**Run 1: signal metal coverage by tile**

Scale: 2 px per um. 21 x 14 tiles, from dark purple (low) to yellow (high), scaled to the fullest tile. Values are wire area over tile area, all layers added.
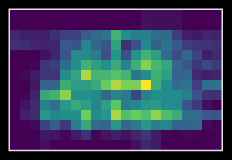
**Run 1: wiring by layer**

Scale: 4 px per um. Only two layers are drawn.
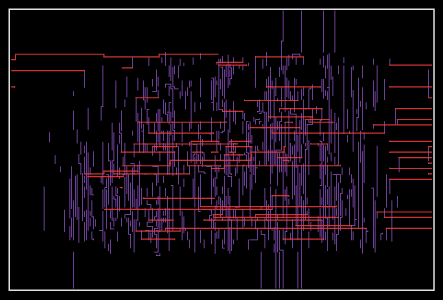
**Run 1: selected gate families**

Scale: 4 px per um.
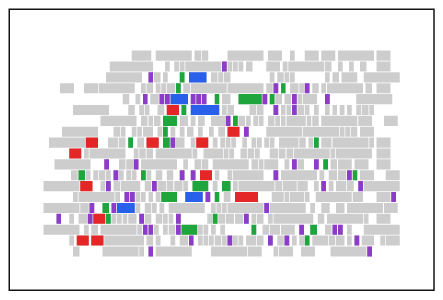
### src/rtl/tdc_frame_acc_if.sv
// Converter-code input and frame-result output bundle for tdc_frame_acc.
// master = code source / result consumer side, slave = the accumulator.
interface tdc_frame_acc_if #(
  parameter int unsigned N_BIT = 2,
  parameter int unsigned ACC_W = 12,
  parameter int unsigned LEN_W = 8
);
  logic             start;
  logic [LEN_W-1:0] frame_len;
  logic [N_BIT-1:0] code_in;
  logic             code_valid;
  logic [ACC_W-1:0] acc_out;
  logic             acc_sat;
  logic             acc_valid;
  logic             acc_ready;
  logic             busy;
  logic             drop;

  modport master (
    output start, frame_len, code_in, code_valid, acc_ready,
    input  acc_out, acc_sat, acc_valid, busy, drop
  );

  modport slave (
    input  start, frame_len, code_in, code_valid, acc_ready,
    output acc_out, acc_sat, acc_valid, busy, drop
  );
endinterface

### src/rtl/tdc_frame_acc.sv
// Sums frame_len converter codes per frame into a saturating partial sum; result 1 cycle after last code.
// One-entry output register; if it is still full at frame end the sum parks in HOLD and new codes are dropped.
module tdc_frame_acc #(
  parameter int unsigned N_BIT = 2,
  parameter int unsigned ACC_W = 12,
  parameter int unsigned LEN_W = 8
) (
  input  logic              clk,
  input  logic              rst,
  tdc_frame_acc_if.slave    bus
);
  localparam logic [1:0] ST_IDLE = 2'd0;
  localparam logic [1:0] ST_ACC  = 2'd1;
  localparam logic [1:0] ST_HOLD = 2'd2;
  localparam int unsigned SUM_W = ACC_W + 1;

  logic [1:0]       state, state_nxt;
  logic [ACC_W-1:0] acc, out_acc;
  logic [LEN_W-1:0] cnt, len;
  logic             sat, out_sat, out_vld, drop_q;

  logic             take_start, take_code, fire, out_free, last;
  logic [ACC_W-1:0] base_acc, acc_sum;
  logic [LEN_W-1:0] base_cnt, base_len, start_len;
  logic             base_sat, sat_sum;
  logic [SUM_W-1:0] sum_wide;

  // A start in HOLD is ignored so the parked result can never be lost.
  assign take_start = bus.start && (state != ST_HOLD);
  assign take_code  = bus.code_valid && (take_start || (state == ST_ACC));
  assign fire       = out_vld && bus.acc_ready;
  assign out_free   = !out_vld || bus.acc_ready;
  assign start_len  = (bus.frame_len == '0) ? LEN_W'(1) : bus.frame_len;

  always_comb begin
    base_acc = take_start ? '0        : acc;
    base_cnt = take_start ? '0        : cnt;
    base_sat = take_start ? 1'b0      : sat;
    base_len = take_start ? start_len : len;
    sum_wide = {1'b0, base_acc} + SUM_W'(bus.code_in);
    acc_sum  = sum_wide[ACC_W] ? '1 : sum_wide[ACC_W-1:0];
    sat_sum  = base_sat | sum_wide[ACC_W];
    last     = (base_cnt == base_len - LEN_W'(1));
  end

  always_comb begin
    state_nxt = state;
    case (state)
      ST_IDLE, ST_ACC: begin
        if (take_start) state_nxt = ST_ACC;
        if (take_code && last) state_nxt = out_free ? ST_IDLE : ST_HOLD;
      end
      ST_HOLD: if (fire) state_nxt = ST_IDLE;
      default: state_nxt = ST_IDLE;
    endcase
  end

  always_ff @(posedge clk or negedge rst) begin
    if (!rst) begin
      state   <= ST_IDLE;
      acc     <= '0;
      cnt     <= '0;
      len     <= '0;
      sat     <= 1'b0;
      out_acc <= '0;
      out_sat <= 1'b0;
      out_vld <= 1'b0;
      drop_q  <= 1'b0;
    end else begin
      state  <= state_nxt;
      drop_q <= bus.code_valid && !take_code;
      if (fire) out_vld <= 1'b0;
      if (take_start) begin
        acc <= '0;
        cnt <= '0;
        sat <= 1'b0;
        len <= start_len;
      end
      if (take_code) begin
        acc <= acc_sum;
        sat <= sat_sum;
        cnt <= base_cnt + LEN_W'(1);
        if (last && out_free) begin
          out_acc <= acc_sum;
          out_sat <= sat_sum;
          out_vld <= 1'b1;
        end
      end
      // Parked sum moves into the register on the same edge the old result leaves.
      if ((state == ST_HOLD) && fire) begin
        out_acc <= acc;
        out_sat <= sat;
        out_vld <= 1'b1;
      end
    end
  end

  assign bus.acc_out   = out_acc;
  assign bus.acc_sat   = out_sat;
  assign bus.acc_valid = out_vld;
  assign bus.busy      = (state != ST_IDLE);
  assign bus.drop      = drop_q;
endmodule
### src/flat_wrapper.sv
// flat-port wrapper written by rule: the top's interface ports become plain ports
module tdc_frame_acc_flat 
#(
  parameter int unsigned N_BIT = 2,
  parameter int unsigned ACC_W = 12,
  parameter int unsigned LEN_W = 8
)
  (clk, rst, bus_start, bus_frame_len, bus_code_in, bus_code_valid, bus_acc_ready, bus_acc_out, bus_acc_sat, bus_acc_valid, bus_busy, bus_drop);
  tdc_frame_acc_if #(.N_BIT(N_BIT), .ACC_W(ACC_W), .LEN_W(LEN_W)) bus_i ();
  input  logic clk;
  input  logic rst;
  input wire logic [$bits(bus_i.start)-1:0] bus_start;
  input wire logic [$bits(bus_i.frame_len)-1:0] bus_frame_len;
  input wire logic [$bits(bus_i.code_in)-1:0] bus_code_in;
  input wire logic [$bits(bus_i.code_valid)-1:0] bus_code_valid;
  input wire logic [$bits(bus_i.acc_ready)-1:0] bus_acc_ready;
  output wire logic [$bits(bus_i.acc_out)-1:0] bus_acc_out;
  output wire logic [$bits(bus_i.acc_sat)-1:0] bus_acc_sat;
  output wire logic [$bits(bus_i.acc_valid)-1:0] bus_acc_valid;
  output wire logic [$bits(bus_i.busy)-1:0] bus_busy;
  output wire logic [$bits(bus_i.drop)-1:0] bus_drop;
  assign bus_i.start = bus_start;
  assign bus_i.frame_len = bus_frame_len;
  assign bus_i.code_in = bus_code_in;
  assign bus_i.code_valid = bus_code_valid;
  assign bus_i.acc_ready = bus_acc_ready;
  assign bus_acc_out = bus_i.acc_out;
  assign bus_acc_sat = bus_i.acc_sat;
  assign bus_acc_valid = bus_i.acc_valid;
  assign bus_busy = bus_i.busy;
  assign bus_drop = bus_i.drop;
  tdc_frame_acc #(.N_BIT(N_BIT), .ACC_W(ACC_W), .LEN_W(LEN_W)) u_core (.clk(clk), .rst(rst), .bus(bus_i));
endmodule
### config.mk
export PLATFORM = sky130hd
export DESIGN_NAME = tdc_frame_acc_flat
export DESIGN_NICKNAME = d
export VERILOG_FILES = /design/src/rtl/tdc_frame_acc_if.sv /design/src/rtl/tdc_frame_acc.sv /design/src/flat_wrapper.sv
export SDC_FILE = /design/constraint.sdc
export NUM_CORES = 1
export LEC_CHECK = 0
export ABC_AREA = 1
export CAP_MARGIN = 25
export CORE_ASPECT_RATIO = 0.6
export CORE_MARGIN = 8
export CORE_UTILIZATION = 61
export CTS_CLUSTER_DIAMETER = 100
export DETAILED_ROUTE_END_ITERATION = 8
export GPL_ROUTABILITY_DRIVEN = 0
export PLACE_DENSITY = 0.84
export SLEW_MARGIN = 10
export SYNTH_ARGS = -nofsm -noshare
export SYNTH_HDL_FRONTEND = slang
export SYNTH_SLANG_ARGS = --single-unit
### constraint.sdc
create_clock -name clk -period 4.3 [get_ports clk]
set_input_delay 0.86 -clock clk [delete_from_list [all_inputs] [get_ports clk]]
set_output_delay 0.86 -clock clk [all_outputs]
set_load 0.05 [all_outputs]
==> reports/metrics.csv, run 1 <==
metric;value;unit
fin_crit_sh;83.8;%
cpPeakStageDelay;0.49;ns
cts-root-buf;clkbuf_8;
setup_viol;0;
edf_count;0;
antenna_found_initial;0;
htree_levels;2;
maxCapViolCount;0;
path_class;in2reg;
clockBufferDepth;2;
drtAntennaViolNets;0;
yosys-top-cells-count;nand2_1, inv_1, nand3_1;
yosysCellCount;408;
fin_skew;0.0130;ns
cp.buffers_inverters;3;
vdd_drop_max;195;uV
drtIter0Drc;367;
async_reset_ff_share;100;%
final_util;74.0;%
grt_max_degree;47;
cp_cell_sequence;clkdlybuf4s50_1, nand2_4, inv_2, nor2_1, ha_1, inv_1, fa_1, nor3_2, nand2_1, nor3_4, nand3_2, nand3_1, nand2_1, o21ai_0, nand2_1, nand2_1;
reg2reg_depth;17;
reg2reg_from;u_core.state[0]$_DFFE_PN0P_;
p_total;1.04;mW
synth_flop_count;46;
fp.coreArea;4610;um2
row_count;19;
cts_hold_buf;0;
pin_count;31;
dr.pass1.iters;4;
die_h;69.9;um
final-hold-violation-count;0;
initial_utilization;64.0;%
setup.worst_path.end_class;register;
cts_resized;0;
crit_top_cell;nand2_1;
warnings;26;
ys_sh_simple;37.7;%
synthAoiAreaFrac;6.36;%
yosys.stat.seqShare;39.0;%
syn_avg_cell_area;7.23;um2
status;finished clean;
hold_end;u_core.bus.acc_out[9]$_DFFE_PN0P_;
area_delta_synth_final;15.6;%
xor_share;3.82;%
post_cts_buffers;0;
period_minus_slack;3.60;ns
rsz0062_at_grt;no;
yosys.cell_types.count;38;
cts_sinks;46;
drv_slew;0;
synth_nets;428;
ys_sh_adder;2.37;%
netlist_area;2950;um2
hold_depth;2;
hp-start;u_core.bus.acc_out[9]$_DFFE_PN0P_;
clk_pin_slew;0.09;ns
yosysWarnings;0;
synth.largest_area_cell;dfrtp_1;
placed_area;3250;um2
synthMuxAreaShare;0;%
cts_made_buffers;5;
critPathMaxFanout;14;
critPathRequiredTime;4.55;ns
postSynthCellCount;408;
slowest_stage;clkdlybuf4s50_1;
arrival;3.85;ns
start_kind;input port;
fin_nets;457;
path_delay_family;simple AND/OR/NAND/NOR gates;
r2r_end;u_core.bus.acc_out[7]$_DFFE_PN0P_;
top_area_share;39.0;%
viasPerCell;5.42;
max-slew-margin-rel;60.0;%
grt_pass1_wl;12.4;mm
drc;0;
fin_area;3410;um2
grt_pass1_vias;2500;
place.detailed.hpwl;5.36;mm
drive_above_1_share;11.0;%
die_w;106;um
top_cell;nand2_1;
hold_class;reg2reg;
antenna_cells;0;
tightest_slew;0.601;ns
cp-startpoint;bus_start;
cp.depth;16;
logic_family;simple AND/OR/NAND/NOR gates;
powerDensity;305;nW/um2
port_buffers;30;
About 'signal metal coverage by tile':
The densest ninth of the die: centre. The mean over all tiles is 0.17. The emptiest ninth of the die: upper left. 27% of the tiles are nearly empty. The fullest tile reaches 0.65. 19% of the tiles are over half the peak.
Avg WL per Cell: 14.7 um
total routed wirelength: 7.35 mm
via count: 2715
GRT Total Usage: 20.5%

About 'wiring by layer':
Key: red = met3 [wire length 881 um]; purple = met2 [wire length 2820 um]

About 'selected gate families':
Key: blue = adder and majority cells [cells 5, most used ha_1]; purple = inverters [cells 56, most used inv_1]; green = NOR gates [cells 28, most used nor2_1]; red = XOR/XNOR gates [cells 12, most used xor2_1]
logic share of the area: 43.5%
most common logic cell in the routed design: nand2_1
Post-Layout Cell Count: 501

run 1: per-stage QoR:
| step | cells | hold WS [ns] | setup WS, ns |
|---|---|---|---|
| global placement | 491 | 0.487 | 0.519 |
| finish | 501 | 0.512 | 0.698 |
| floorplan | 408 | 0.472 | 1.04 |
| detailed placement | 491 | 0.494 | 0.415 |
| CTS | 499 | 0.517 | 0.719 |
| global route | 501 | 0.553 | 0.410 |
run 1: cells by family after synthesis:
family                     count (synthesis)
AOI/OAI and AO/OA                         34
xor gates and xnor gates                  12
adders and majority gates                  5
buffers and inverters                     70
DFF                                       46
and+or+nand+nor                          241
run 1: state kept, by name, indices dropped and copies added, names as in the netlist:
name / count
u_core.bus.acc_out: 12
u_core.acc: 12
u_core.bus.acc_sat: 1
u_core.len: 8
u_core.cnt: 8
u_core.sat: 1
u_core.state: 2
u_core.bus.acc_valid: 1
u_core.bus.drop: 1
run 1: tightest hold or removal path, delay by kind of cell, from the launching register on:
| family | cells | cell delay, ns |
|---|---|---|
| DFF | 1 | 0.35 |
| and+or+nand+nor | 2 | 0.13 |
run 1: cells in the final DEF (no fill, tap or decap), drive strengths merged:
cell	n
nand2	157
o21ai	27
o22ai	1
or2	1
a21o	1
clkinv	3
xor2	9
a31oi	1
bufinv	1
nor2	22
inv	55
a21oi	2
fa	1
nand3b	1
dfrtp	46
clkdlybuf4s50	29
nand4	4
ha	4
xnor2	3
nor3	6
o21bai	1
clkbuf	5
o211ai	1
nand3	50
buf	7
run 1: cell type report:
| class | instances | area (um2) |
|---|---|---|
| clock buffer | 5 | 68.8 |
| clock inverter | 3 | 40.0 |
| fill | 367 | 1200 |
| inverter | 56 | 210 |
| multi-input combinational | 292 | 1480 |
| sequential | 46 | 1150 |
| tap | 63 | 78.8 |
| timing repair buffer | 36 | 380 |
run 1: worst max path at each step:
| stage | end | slack [ns] |
|---|---|---|
| final | u_core.bus.acc_out[7]$_DFFE_PN0P_ | 0.70 |
| after global routing | u_core.bus.acc_out[7]$_DFFE_PN0P_ | 0.41 |
| after CTS | u_core.bus.acc_out[4]$_DFFE_PN0P_ | 0.72 |
| after detailed placement | u_core.bus.acc_out[4]$_DFFE_PN0P_ | 0.42 |
| after global placement | u_core.bus.acc_out[7]$_DFFE_PN0P_ | 0.52 |
| after floorplan | u_core.bus.acc_out[9]$_DFFE_PN0P_ | 1.04 |
run 1: where the power goes:
part | switching (mW) | internal (mW)
clock | 0.157 | 0.171
sequential | 0.0146 | 0.460
combinational | 0.156 | 0.0818
total | 0.328 | 0.714
run 1: metal layers:
metal	vias to the layer above	routed length (um)	GRT usage (%)
met4	0	59	5.74
met3	7	880	6.50
met2	129	2820	26.9
li1	1335	-	-
met5	-	0	0
met1	1244	3590	30.9
**Run 1: cell placement**

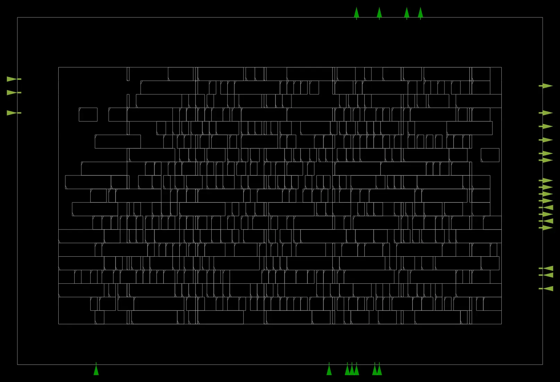

## Run 2: what changed since run 1
CORE_UTILIZATION = 57   (was 61)
PLACE_DENSITY = 0.79   (was 0.84)
clock period = 3.6 ns   (was 4.3 ns; I/O delays follow)
**Run 2: cell placement**

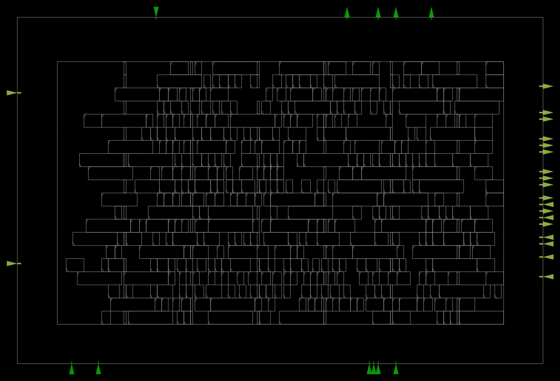
fraction of area in registers: 34.0%
fin util: 67.3%
Filler cells: 415

==> run 2 against run 1 <==
Wire length is 2.6% lower. Hold slack got worse by 0.22 ns. Die area grew 5.7%. Core utilization is 6.7 points lower. Via count up 0.96%. Global-route usage is 0.65 points lower. Sequential share of layout area grew 0.26 points. Area after synthesis unchanged. Clock-buffer cell count rose by 2. Non-clock buffer count up 4. Largest cell class unchanged.
==> reports/metrics.csv, run 2 <==
metric;value;unit
drt_wl_total;7.17;mm
layout_top_cell;nand2_1;
vdd_drop_max;220;uV
cp_cell_sequence;clkdlybuf4s50_1, nand2_4, inv_2, nor2_1, ha_1, inv_1, fa_1, nor3_2, nand2_1, nor3_4, nand3_2, buf_4, nand3_1, nand2_1, o21ai_0, nand2_1, nand2_1;
grt_pass1_vias;2488;
synth.largest_area_cell;dfrtp_1;
edf_count;0;
arrival;3.44;ns
clockBufferDepth;2;
max-slew-margin-rel;65.6;%
slowest_stage;clkdlybuf4s50_1;
start_kind;input port;
clk_pin_slew;0.08;ns
row_count;20;
setup_viol;0;
grt_pass1_wl;12.3;mm
cp.buffers_inverters;4;
wl_per_cell;14.1;um
synth_nets;428;
htree_levels;2;
yosysCellCount;408;
drive_above_1_share;11.1;%
cpPeakStageDelay;0.47;ns
die_h;71.7;um
hold_class;in2async;
maxCapViolCount;0;
status;finished clean;
xor_share;3.82;%
place.detailed.hpwl;5.41;mm
cp.depth;17;
critPathMaxFanout;8;
post_cts_buffers;0;
tightest_slew;0.512;ns
cts_sinks;46;
synthMuxAreaShare;0;%
drtAntennaViolNets;0;
ys_sh_adder;2.37;%
area_delta_synth_final;14.7;%
crit_top_cell;nand2_1;
reg2reg_depth;18;
cts-root-buf;clkbuf_8;
netlist_area;2950;um2
fin_nets;461;
vias;2741;
fp.coreArea;5030;um2
yosys.stat.seqShare;39.0;%
viasPerCell;5.41;
critPathRequiredTime;3.84;ns
yosys.cell_types.count;38;
postSynthCellCount;408;
logic_family;simple AND/OR/NAND/NOR gates;
final-hold-violation-count;0;
synthAoiAreaFrac;6.36;%
antenna_found_initial;0;
powerDensity;340;nW/um2
path_delay_family;simple AND/OR/NAND/NOR gates;
cts_resized;0;
async_reset_ff_share;100;%
yosys-top-cells-count;nand2_1, inv_1, nand3_1;
port_buffers;30;
rsz0062_at_grt;no;
antenna_cells;0;
drv_slew;0;
track_usage;19.9;%
initial_utilization;58.7;%
synth_flop_count;46;
grt_max_degree;47;
drc;0;
cts_made_buffers;5;
syn_avg_cell_area;7.23;um2
warnings;26;
top_cell;nand2_1;
fin_crit_sh;88.9;%
ys_sh_simple;37.7;%
period_minus_slack;3.20;ns
drtIter0Drc;255;
-- run 2: netlist changes by cell type in the layout (fill, tap and decap cells not counted), sizes merged --
| cell | change |
|---|---|
| buf | +4 |
| clkbuf | +2 |
| clkinv | -2 |
| bufinv | -1 |
-- run 2: report_power, final --
group	total (mW)	internal (mW)	switching, mW
logic	0.281	0.0969	0.184
clock network	0.302	0.134	0.168
registers	0.567	0.550	0.0167
-- run 2: layer usage --
metal	up-vias	wire (um)	share of wire, %	track usage [%]
met5	-	0	0	0
met4	0	53	0.74	3.92
met3	6	865	12	5.73
met2	147	2660	37	25.4
met1	1250	3580	50	31.3
li1	1338	-	-	-
-- run 2: area by class of cell --
class | instances | area, um2
clock buffer | 7 | 76.3
fill | 415 | 1640
timing repair buffer | 40 | 383
sequential | 46 | 1150
tap | 66 | 82.6
inverter | 56 | 210
multi-input combinational | 292 | 1480
-- run 2: through the flow --
| step | setup WS, ns | cell area, um2 | cells | power, mW | utilization (%) |
|---|---|---|---|---|---|
| 3_5_place_dp | 0.144 | 3290 | 499 | 0.854 | 65.4 |
| 6_report | 0.400 | 3390 | 507 | 1.15 | 67.3 |
| 3_3_place_gp | 0.210 | 3290 | 499 | 0.850 | 65.4 |
| 4_1_cts | 0.435 | 3370 | 506 | 1.16 | 66.9 |
| 5_1_grt | 0.122 | 3390 | 507 | 1.22 | 67.3 |
| 2_1_floorplan | 0.478 | 2950 | 408 | 0.763 | - |
-- run 2: cell families after synthesis --
| logic type | after synthesis |
|---|---|
| AND-OR/OR-AND | 34 |
| AND/OR/NAND/NOR | 241 |
| XOR/XNOR | 12 |
| buffers and inverters | 70 |
| flip-flops | 46 |
| adder cells (fa/ha/maj) | 5 |
-- run 2: path summary, 6_finish.rpt --
| check | from | to | slack [ns] |
|---|---|---|---|
| min in group clk | u_core.bus.acc_out[3]$_DFFE_PN0P_ | u_core.bus.acc_out[3]$_DFFE_PN0P_ | 0.52 |
| worst min-delay path | rst | u_core.len[4]$_DFF_PN0_ | 0.29 |
| worst max register to register | u_core.state[0]$_DFFE_PN0P_ | u_core.bus.acc_out[7]$_DFFE_PN0P_ | 0.64 |
| worst max-delay path | bus_start | u_core.bus.acc_out[7]$_DFFE_PN0P_ | 0.40 |
| worst min register to register | u_core.bus.acc_out[3]$_DFFE_PN0P_ | u_core.bus.acc_out[3]$_DFFE_PN0P_ | 0.52 |
| max in group asynchronous | rst | u_core.acc[2]$_DFF_PN0_ | 2.83 |
No activity file was given, so power comes from the tool's default toggle rates.
